run_1/layer_met1.png
Scale bar: 50 um.
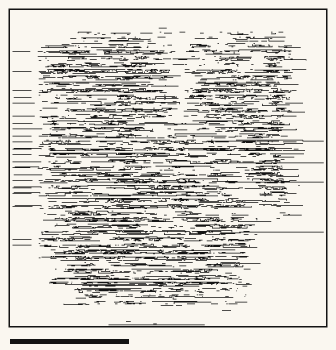
run_1/layer_met2.png
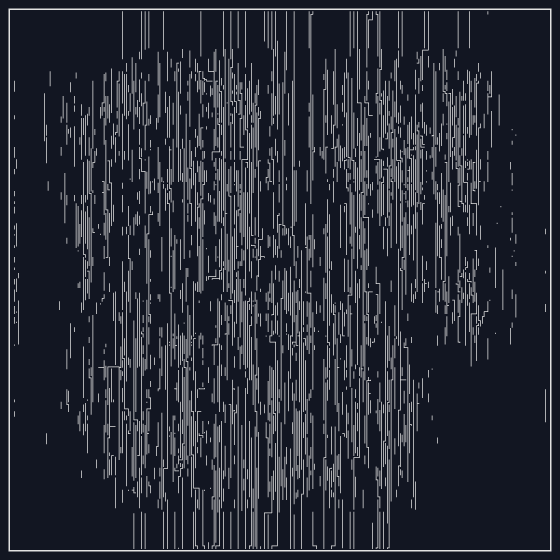
run_1/layer_met3.png
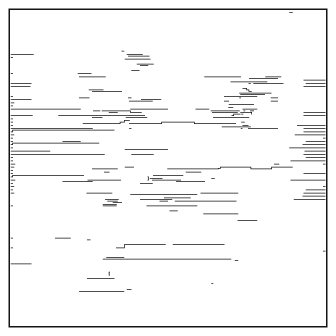
**config.mk**
```make
export PLATFORM = sky130hd
export DESIGN_NAME = aabb_pixel_scanner
export DESIGN_NICKNAME = d
export VERILOG_FILES = /design/src/rtl/aabb_pixel_scanner_pkg.sv /design/src/rtl/aabb_clip.sv /design/src/rtl/aabb_pixel_scanner.sv
export SDC_FILE = /design/constraint.sdc
export NUM_CORES = 1
export LEC_CHECK = 0
export CORE_MARGIN = 8
export CORE_UTILIZATION = 49
export CTS_CLUSTER_SIZE = 16
export DETAILED_ROUTE_END_ITERATION = 8
export PLACE_DENSITY_LB_ADDON = 0.2
export SKIP_CTS_REPAIR_TIMING = 1
export SYNTH_ARGS = -nofsm -noshare
export SYNTH_HDL_FRONTEND = slang
export SYNTH_SLANG_ARGS = --single-unit
```
**constraint.sdc**
```tcl
create_clock -name aClock -period 3.5 [get_ports aClock]
set_clock_uncertainty 0.2 [all_clocks]
set_input_delay 0.7 -clock aClock [delete_from_list [all_inputs] [get_ports aClock]]
set_output_delay 0.7 -clock aClock [all_outputs]
set_load 0.02 [all_outputs]
```
**src/rtl/aabb_pixel_scanner_pkg.sv**
```systemverilog
// Shared coordinate and bounding-box types for the pixel scanner and its clamp.
// Latency: n/a (types and a pure helper function only).
// Backpressure: n/a.
package aabb_pixel_scanner_pkg;

    // Coordinate width of one point component; the scanner's COORD_W must match.
    localparam int AABB_COORD_W = 16;

    typedef struct packed {
        logic [AABB_COORD_W-1:0] x;
        logic [AABB_COORD_W-1:0] y;
    } point_t;

    typedef struct packed {
        point_t min_pt;
        point_t max_pt;
    } triangle_data_t;

    // A box is empty when its minimum corner lies past its maximum on either axis.
    function automatic logic box_is_empty(input triangle_data_t box);
        return (box.min_pt.x > box.max_pt.x) || (box.min_pt.y > box.max_pt.y);
    endfunction

endpackage

```
**src/rtl/aabb_clip.sv**
```systemverilog
// Clamps a bounding box to the visible screen area (combinational).
// Latency: 0 cycles, pure combinational.
// Backpressure: n/a, no handshake of its own.
module aabb_clip
    import aabb_pixel_scanner_pkg::*;
#(
    parameter int SCREEN_W = 640,
    parameter int SCREEN_H = 480
) (
    input  triangle_data_t box_in,
    output triangle_data_t box_out
);

    localparam logic [AABB_COORD_W-1:0] X_LIM = AABB_COORD_W'(SCREEN_W - 1);
    localparam logic [AABB_COORD_W-1:0] Y_LIM = AABB_COORD_W'(SCREEN_H - 1);

    // Only the max corner needs clamping: coordinates are unsigned, so the lower
    // bound of zero always holds. A box lying wholly right of / below the screen
    // keeps its min beyond the clamped max and therefore reads as empty downstream.
    always_comb begin
        box_out = box_in;
        if (box_in.max_pt.x > X_LIM) begin
            box_out.max_pt.x = X_LIM;
        end
        if (box_in.max_pt.y > Y_LIM) begin
            box_out.max_pt.y = Y_LIM;
        end
    end

endmodule

```
**src/rtl/aabb_pixel_scanner.sv**
```systemverilog
// Walks every pixel of one bounding box in row-major order, one coordinate per beat.
// Latency: box accepted in cycle N -> first pixel valid in cycle N+1; one pixel/cycle.
// Backpressure: valid/ready; pixel and last held while stalled; new box only when idle.
// Optional screen clamp of the accepted box is enabled by defining AABB_SCAN_CLIP_EN.
module aabb_pixel_scanner
    import aabb_pixel_scanner_pkg::*;
#(
    parameter int COORD_W  = 16,
    parameter int CNT_W    = 32,
    parameter int SCREEN_W = 640,
    parameter int SCREEN_H = 480
) (
    input  logic             aClock,
    input  logic             aResetN,
    input  logic             aInValid,
    output logic             anOutInReady,
    input  triangle_data_t   aInAABB,
    output logic             anOutValid,
    input  logic             aOutReady,
    output point_t           anOutPixel,
    output logic             anOutLast,
    output logic [CNT_W-1:0] anOutPixelCount
);

    // Elaboration-time sanity checks on the configuration.
    if (COORD_W != AABB_COORD_W) begin : g_bad_coord_w
        $error("aabb_pixel_scanner: COORD_W must equal AABB_COORD_W");
    end
    if (SCREEN_W < 1 || SCREEN_H < 1) begin : g_bad_screen
        $error("aabb_pixel_scanner: SCREEN_W and SCREEN_H must be at least 1");
    end

    typedef enum logic {
        ST_IDLE,
        ST_SCAN
    } state_t;

    state_t           state_q, state_d;
    triangle_data_t   box_q, box_d;
    triangle_data_t   box_eff;
    point_t           pos_q, pos_d;
    logic [CNT_W-1:0] cnt_q, cnt_d;

    logic accept;
    logic beat;
    logic at_row_end;
    logic at_last;

`ifdef AABB_SCAN_CLIP_EN
    aabb_clip #(
        .SCREEN_W (SCREEN_W),
        .SCREEN_H (SCREEN_H)
    ) u_clip (
        .box_in  (aInAABB),
        .box_out (box_eff)
    );
`else
    assign box_eff = aInAABB;
`endif

    // Ready is held low while reset is asserted so nothing is accepted then.
    assign anOutInReady = aResetN && (state_q == ST_IDLE);
    assign accept       = aInValid && anOutInReady;

    // Compare against the max corner before incrementing so a box ending at the
    // top of the coordinate range terminates instead of wrapping.
    assign at_row_end   = (pos_q.x == box_q.max_pt.x);
    assign at_last      = at_row_end && (pos_q.y == box_q.max_pt.y);

    assign anOutValid      = (state_q == ST_SCAN);
    assign anOutLast       = anOutValid && at_last;
    assign anOutPixel      = pos_q;
    assign anOutPixelCount = cnt_q;
    assign beat            = anOutValid && aOutReady;

    // Next-state: capture the box on accept, advance the raster position per beat.
    always_comb begin
        state_d = state_q;
        box_d   = box_q;
        pos_d   = pos_q;
        cnt_d   = cnt_q;
        case (state_q)
            ST_IDLE: begin
                if (accept) begin
                    box_d = box_eff;
                    pos_d = box_eff.min_pt;
                    cnt_d = '0;
                    // An empty box is consumed without emitting anything.
                    if (!box_is_empty(box_eff)) begin
                        state_d = ST_SCAN;
                    end
                end
            end
            ST_SCAN: begin
                if (beat) begin
                    if (cnt_q != {CNT_W{1'b1}}) begin
                        cnt_d = cnt_q + 1'b1;
                    end
                    if (at_last) begin
                        state_d = ST_IDLE;
                    end else if (!at_row_end) begin
                        pos_d.x = pos_q.x + 1'b1;
                    end else begin
                        pos_d.x = box_q.min_pt.x;
                        pos_d.y = pos_q.y + 1'b1;
                    end
                end
            end
            default: begin
                state_d = ST_IDLE;
            end
        endcase
    end

    // State registers with synchronous active-low reset; reset drops any box in flight.
    always_ff @(posedge aClock) begin
        if (!aResetN) begin
            state_q <= ST_IDLE;
            box_q   <= '0;
            pos_q   <= '0;
            cnt_q   <= '0;
        end else begin
            state_q <= state_d;
            box_q   <= box_d;
            pos_q   <= pos_d;
            cnt_q   <= cnt_d;
        end
    end

endmodule

```
==> metrics.csv, run 1 <==
stage,metric,value,unit
outcome,result_of_the_run,"finished, final reports clean",
clock_network,clk_latency,0.42,ns
setup_path,critical_path_required,2.60,ns
synth,total_cell_area_reported_by_yosys_after_synthesis,0.006744,mm2
setup_path,endpoint_kind,output port,
sta,final_max_slew_viol_count,0,
power_and_ir_drop,p_int,2.637,mW
clock_network,root_buffer,clkbuf_16,
clock_network,tritoncts,built,
power_and_ir_drop,pwr_density_cell,418.2,mW/mm2
final_layout,antenna_cells_inserted,0,
global_route,first_global_vias,6332,
floorplanning,die_area,0.01777,mm2
floorplanning,die-width,133.3,um
place,buffer_ports.inserted,134,
drt,wl_met2,9570,um
synth,top_logic_kind,simple AND/OR/NAND/NOR gates,
hold_path,hold_path_startpoint,box_q[49],
floorplanning,io_pins,135,
setup_path,r2r_end,anOutPixel[18],
synth,synth_async_sr_flop_share,0,
synth,postSynth.topFlopCell,dfxtp_1,
power_and_ir_drop,share_clk_of_total_power,0.406,
place,gp_routability_congestion,0.8538,
sta,final_period_minus_worst_setup_slack,3.189,ns
synth,synth_area,0.006744,mm2
synth,synth_cell_types,63,
power_and_ir_drop,power,3.685,mW
synth,synth-simple-area-share,0.2566,
power_and_ir_drop,seqPwrFrac,0.398,
synth,synthesis.yosys.warnings,0,
synth,yosys_register_bits,113,
drt,dr_wl_met3,1513,um
synth,ys_sh_adder,0.06494,
sta,hold_ws,0.2547,ns
synth,ys_sh_aoi,0.1885,
sta,setup-tns-final,0,ns
drt,drc,0,
setup_path,reg2reg_slack,0.57,ns
drt,vias_per_cell,5.783,
sta,finalSetupViolations,0,
power_and_ir_drop,comb_power_share,0.196,
drt,wire_per_inst,17.73,um
job,log.warning_count,26,
power_and_ir_drop,p_leak,3.561,nW
Notes on layer_met1.png above:
longest straight run: 44.9 um
main direction: horizontal
routed via count: 6784
met1 track demand over resource in global routing: 0.3059
wire length after detailed routing: 20800 um

Notes on layer_met2.png above:
share of all routed wire: 46%
nets with wire on the layer: 881
main direction: vertical
longest straight run: 54.1 um
met2 track utilization from global routing: 0.3586

Notes on layer_met3.png above:
main direction: horizontal
wire length on this layer: 1510 um
nets with wire on the layer: 134
longest straight run: 53.8 um
share of all routed wire: 7.3%
global-route track usage on met3: 0.06212

-- run 1: synth_stat cells (6+ instances only) --
cell type	number
nand2_1	114
dfxtp_1	113
nand3_1	81
o21ai_0	57
nor2_1	46
a21oi_1	42
inv_1	38
xor2_1	37
ha_1	35
nand4_1	31
clkbuf_1	27
xnor2_1	21
buf_2	13
and3_1	12
mux2i_1	12
a31oi_1	11
a31o_1	10
nor4_1	10
nor3_1	9
o211ai_1	9
a211oi_1	8
a21o_1	8
a31o_2	8
o31ai_1	8
or3_1	8
and2_1	7
and4_1	7
o22ai_1	7
buf_1	6
-- run 1: metrics by stage --
step                      utilization  setup slack (ns)
after global placement         0.6069            0.3031
after global routing           0.6448            0.1869
final                          0.6448            0.3107
after floorplan                     -            0.9320
after detailed placement       0.6069            0.2768
after CTS                      0.6431           -0.1294
-- run 1: cell families (layout without fill, tap and decap cells) --
| group | count (synthesis) | count (layout) |
|---|---|---|
| xor gates and xnor gates | 58 | 58 |
| and+or+nand+nor | 348 | 348 |
| DFF | 113 | 113 |
| muxes | 16 | 16 |
| adders and majority gates | 35 | 35 |
| buffers and inverters | 89 | 227 |
| AOI/OAI and AO/OA | 196 | 196 |
-- run 1: cell usage in the layout (no fill, tap or decap), drive strengths merged, types with 4 or more instances in the layout --
master           n
and4             7
o21ai           58
a31o            18
dfxtp          113
a21oi           44
nor2b            4
and3            12
a21o             8
ha              35
buf             27
mux2i           12
a211oi           8
xnor2           21
nand2b           5
or4              4
xor2            37
o31ai            8
a31oi           11
clkbuf          26
nand2          114
nor3             9
nor4            13
o211ai           9
nor2            46
o22ai            7
or3              8
clkdlybuf4s50  132
nand4           31
a21boi           4
mux2             4
inv             39
and2             7
nand3           83
-- run 1: worst max path at each step --
stage,start,to,slack (ns),depth (start not counted)
finish,anOutPixel[23],anOutLast,0.31,6
global route,anOutPixel[11],anOutLast,0.19,6
CTS,anOutPixel[23],anOutLast,-0.13,6
detailed placement,aInValid,anOutPixel[18],0.28,6
global placement,aInValid,anOutPixel[18],0.30,6
floorplan,anOutPixel[7],anOutLast,0.93,7
-- run 1: critical path, stage by stage (launching register included) --
cell	delay, ns
dfxtp_1	0.44
xor2_1	0.12
nor4_2	0.35
and4_2	0.33
nand3_2	0.21
inv_2	0.16
dlymetal6s2s_1	0.24
-- run 1: sequential cells by signal (all words and copies together), names as in the netlist --
| signal | flops |
|---|---|
| anOutPixel | 32 |
| anOutPixelCount | 32 |
| box_q | 48 |
| anOutValid | 1 |
-- run 1: power by group through the flow --
stage | Combinational [mW] | Sequential [mW] | Clock (mW)
floorplan | 0.387 | 1.50 | 0
global placement | 0.699 | 1.48 | 0
detailed placement | 0.706 | 1.49 | 0
CTS | 0.711 | 1.46 | 1.51
global route | 0.787 | 1.48 | 1.57
finish | 0.723 | 1.47 | 1.50
-- run 1: cell type report --
class / count / share of cell area
flip-flops and latches: 113 / 0.2570
well taps: 180 / 0.02556
clock buffers: 26 / 0.05552
clock inverters: 1 / 0.0005679
repair buffers: 160 / 0.1744
multi-input cells: 653 / 0.4700
inverters: 40 / 0.01704
==> run 2, diff against run 1 <==
--- a/config.mk
+++ b/config.mk
@@ -5,8 +5,10 @@
 export SDC_FILE = /design/constraint.sdc
 export NUM_CORES = 1
 export LEC_CHECK = 0
+export CELL_PAD_IN_SITES_DETAIL_PLACEMENT = 0
+export CELL_PAD_IN_SITES_GLOBAL_PLACEMENT = 1
 export CORE_MARGIN = 8
-export CORE_UTILIZATION = 49
+export CORE_UTILIZATION = 41
 export CTS_CLUSTER_SIZE = 16
 export DETAILED_ROUTE_END_ITERATION = 8
 export PLACE_DENSITY_LB_ADDON = 0.2
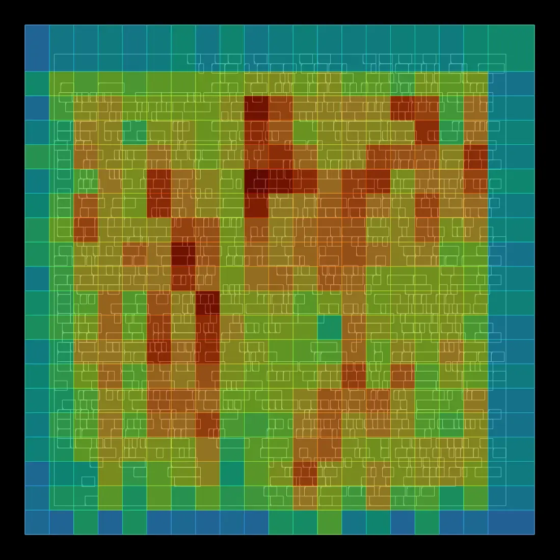
run_2/congestion.png
routed length per instance: 17.67 um
most utilized layer in the global route result: met2
global router's overall resource usage: 0.2062
global-route track usage on met3: 0.05117

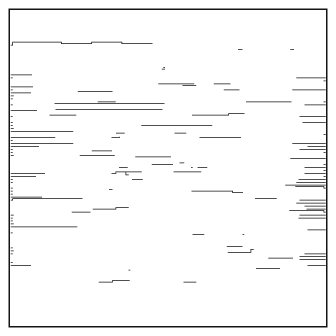
run_2/layer_met3.png
wire length on this layer: 1160 um
longest straight run: 49.9 um

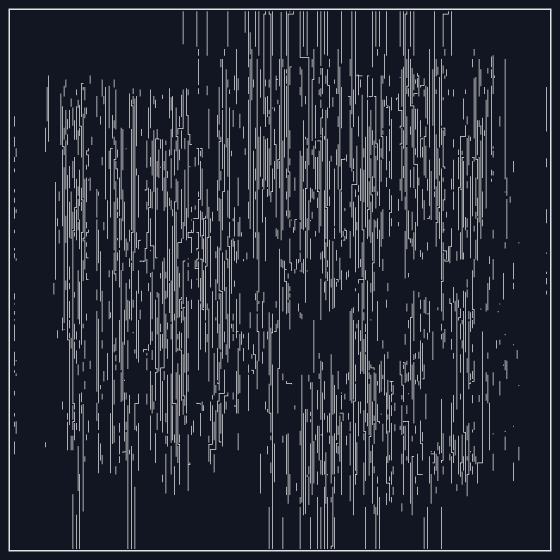
run_2/layer_met2.png
wire length on this layer: 10100 um
share of all routed wire: 47%
nets with wire on the layer: 847
longest straight run: 60.9 um
main direction: vertical
wire length after detailed routing: 21400 um
routed via count: 6562
met2 track utilization from global routing: 0.3315

==> metrics.csv, run 2 <==
stage,metric,value,unit,change
outcome,result_of_the_run,"finished, final reports clean",,unchanged
clock_network,clk_latency,0.42,ns,about the same
setup_path,critical_path_required,2.60,ns,about the same
clock_network,root_buffer,clkbuf_16,,unchanged
drt,drc,0,,unchanged
drt,dr_wl_met3,1158,um,was 1513 um
synth,synthesis.yosys.warnings,0,,unchanged
place,pre_cts_slack,0.4085,ns,was 0.2768 ns
drt,wl_met2,10060,um,was 9570 um
sta,layout_setup_ws,0.3939,ns,was 0.3107 ns
job,log.warning_count,28,,was 26
power_and_ir_drop,p_leak,3.580,nW,was 3.561 nW
synth,postSynth.topFlopCell,dfxtp_1,,unchanged
sta,hold_ws,0.2568,ns,was 0.2547 ns
final_layout,final_cell_mix,"clkdlybuf4s50_1 (132), nand2_1 (114), dfxtp_1 (111)",,unchanged
final_layout,registers.top_by_ff_count,box_q,,unchanged
setup_path,endpoint_kind,output port,,unchanged
floorplanning,die_area,0.02081,mm2,was 0.01777 mm2
final_layout,layout_top_cell_excl_fill_tap,clkdlybuf4s50_1,,unchanged
synth,synth_async_sr_flop_share,0,,unchanged
synth,netlist_top_cells_count,"nand2_1 (114), dfxtp_1 (113), nand3_1 (81)",,unchanged
setup_path,crit_slowest_cell,dfxtp_1,,unchanged
synth,synth_cell_types,63,,unchanged
place,gp_routability_congestion,0.8405,,was 0.8538
synth,total_cell_area_reported_by_yosys_after_synthesis,0.006744,mm2,unchanged
final_layout,largest_reg_flops,48,,unchanged
setup_path,crit_chain,xor2_1 > nor4_2 > and4_2 > nand3_2 > inv_2 > dlymetal6s2s_1,,unchanged
floorplanning,die-width,144.3,um,was 133.3 um
sta,finalSetupViolations,0,,unchanged
[run 2: kinds of logic after synthesis]
group	after synthesis	share of synthesized area
compound gates	196	0.1885
xor+xnor	58	0.07533
fa+ha+maj	35	0.06494
buf+inv	89	0.05473
flops	113	0.3354
mux	16	0.02449
simple gates	348	0.2566
[run 2: final cells by class]
type                    instances  area, um2  share of cell area
well taps                     220      275.3             0.03085
clock inverters                 4      45.04            0.005048
flip-flops and latches        113       2265              0.2538
multi-input cells             653       4154              0.4656
repair buffers                153       1496              0.1677
clock buffers                  28      536.8             0.06016
inverters                      40      150.1             0.01683
[run 2: power by group]
| group | internal, mW | switching (mW) | total, mW |
|---|---|---|---|
| sequential | 1.37 | 0.103 | 1.47 |
| combinational | 0.326 | 0.389 | 0.715 |
| clock | 1.10 | 0.589 | 1.69 |
| total | 2.80 | 1.08 | 3.88 |
[run 2: per-stage QoR]
step | power [mW] | TNS, ns
after floorplan | 1.889 | 0
after global placement | 2.194 | 0
after detailed placement | 2.200 | 0
after CTS | 3.902 | -0.04824
after global routing | 4.053 | 0
final | 3.883 | 0
[run 2: final timing paths]
kind                       startpoint                   to  slack, ns  cells past startpoint
hold / removal              box_q[51]            box_q[51]       0.26                      2
setup reg to reg  anOutPixelCount[26]  anOutPixelCount[29]       0.72                      6
setup / recovery       anOutPixel[11]            anOutLast       0.39                      6
hold reg to reg             box_q[51]            box_q[51]       0.26                      2
[run 2: worst max-delay path, delay by kind of cell (launching register included)]
family,cells,cell delay [ns]
buffers and inverters,2,0.38
DFF,1,0.44
xor gates and xnor gates,1,0.13
and+or+nand+nor,3,0.83
[run 2: routing by layer]
| layer | vias up | global-route usage |
|---|---|---|
| li1 | 3341 | - |
| met1 | 3042 | 0.2666 |
| met2 | 159 | 0.3315 |
| met3 | 20 | 0.05117 |
| met4 | 0 | 0.06298 |
| met5 | - | 0 |
Power figures rest on the tool's default switching activity, not on a simulated workload.
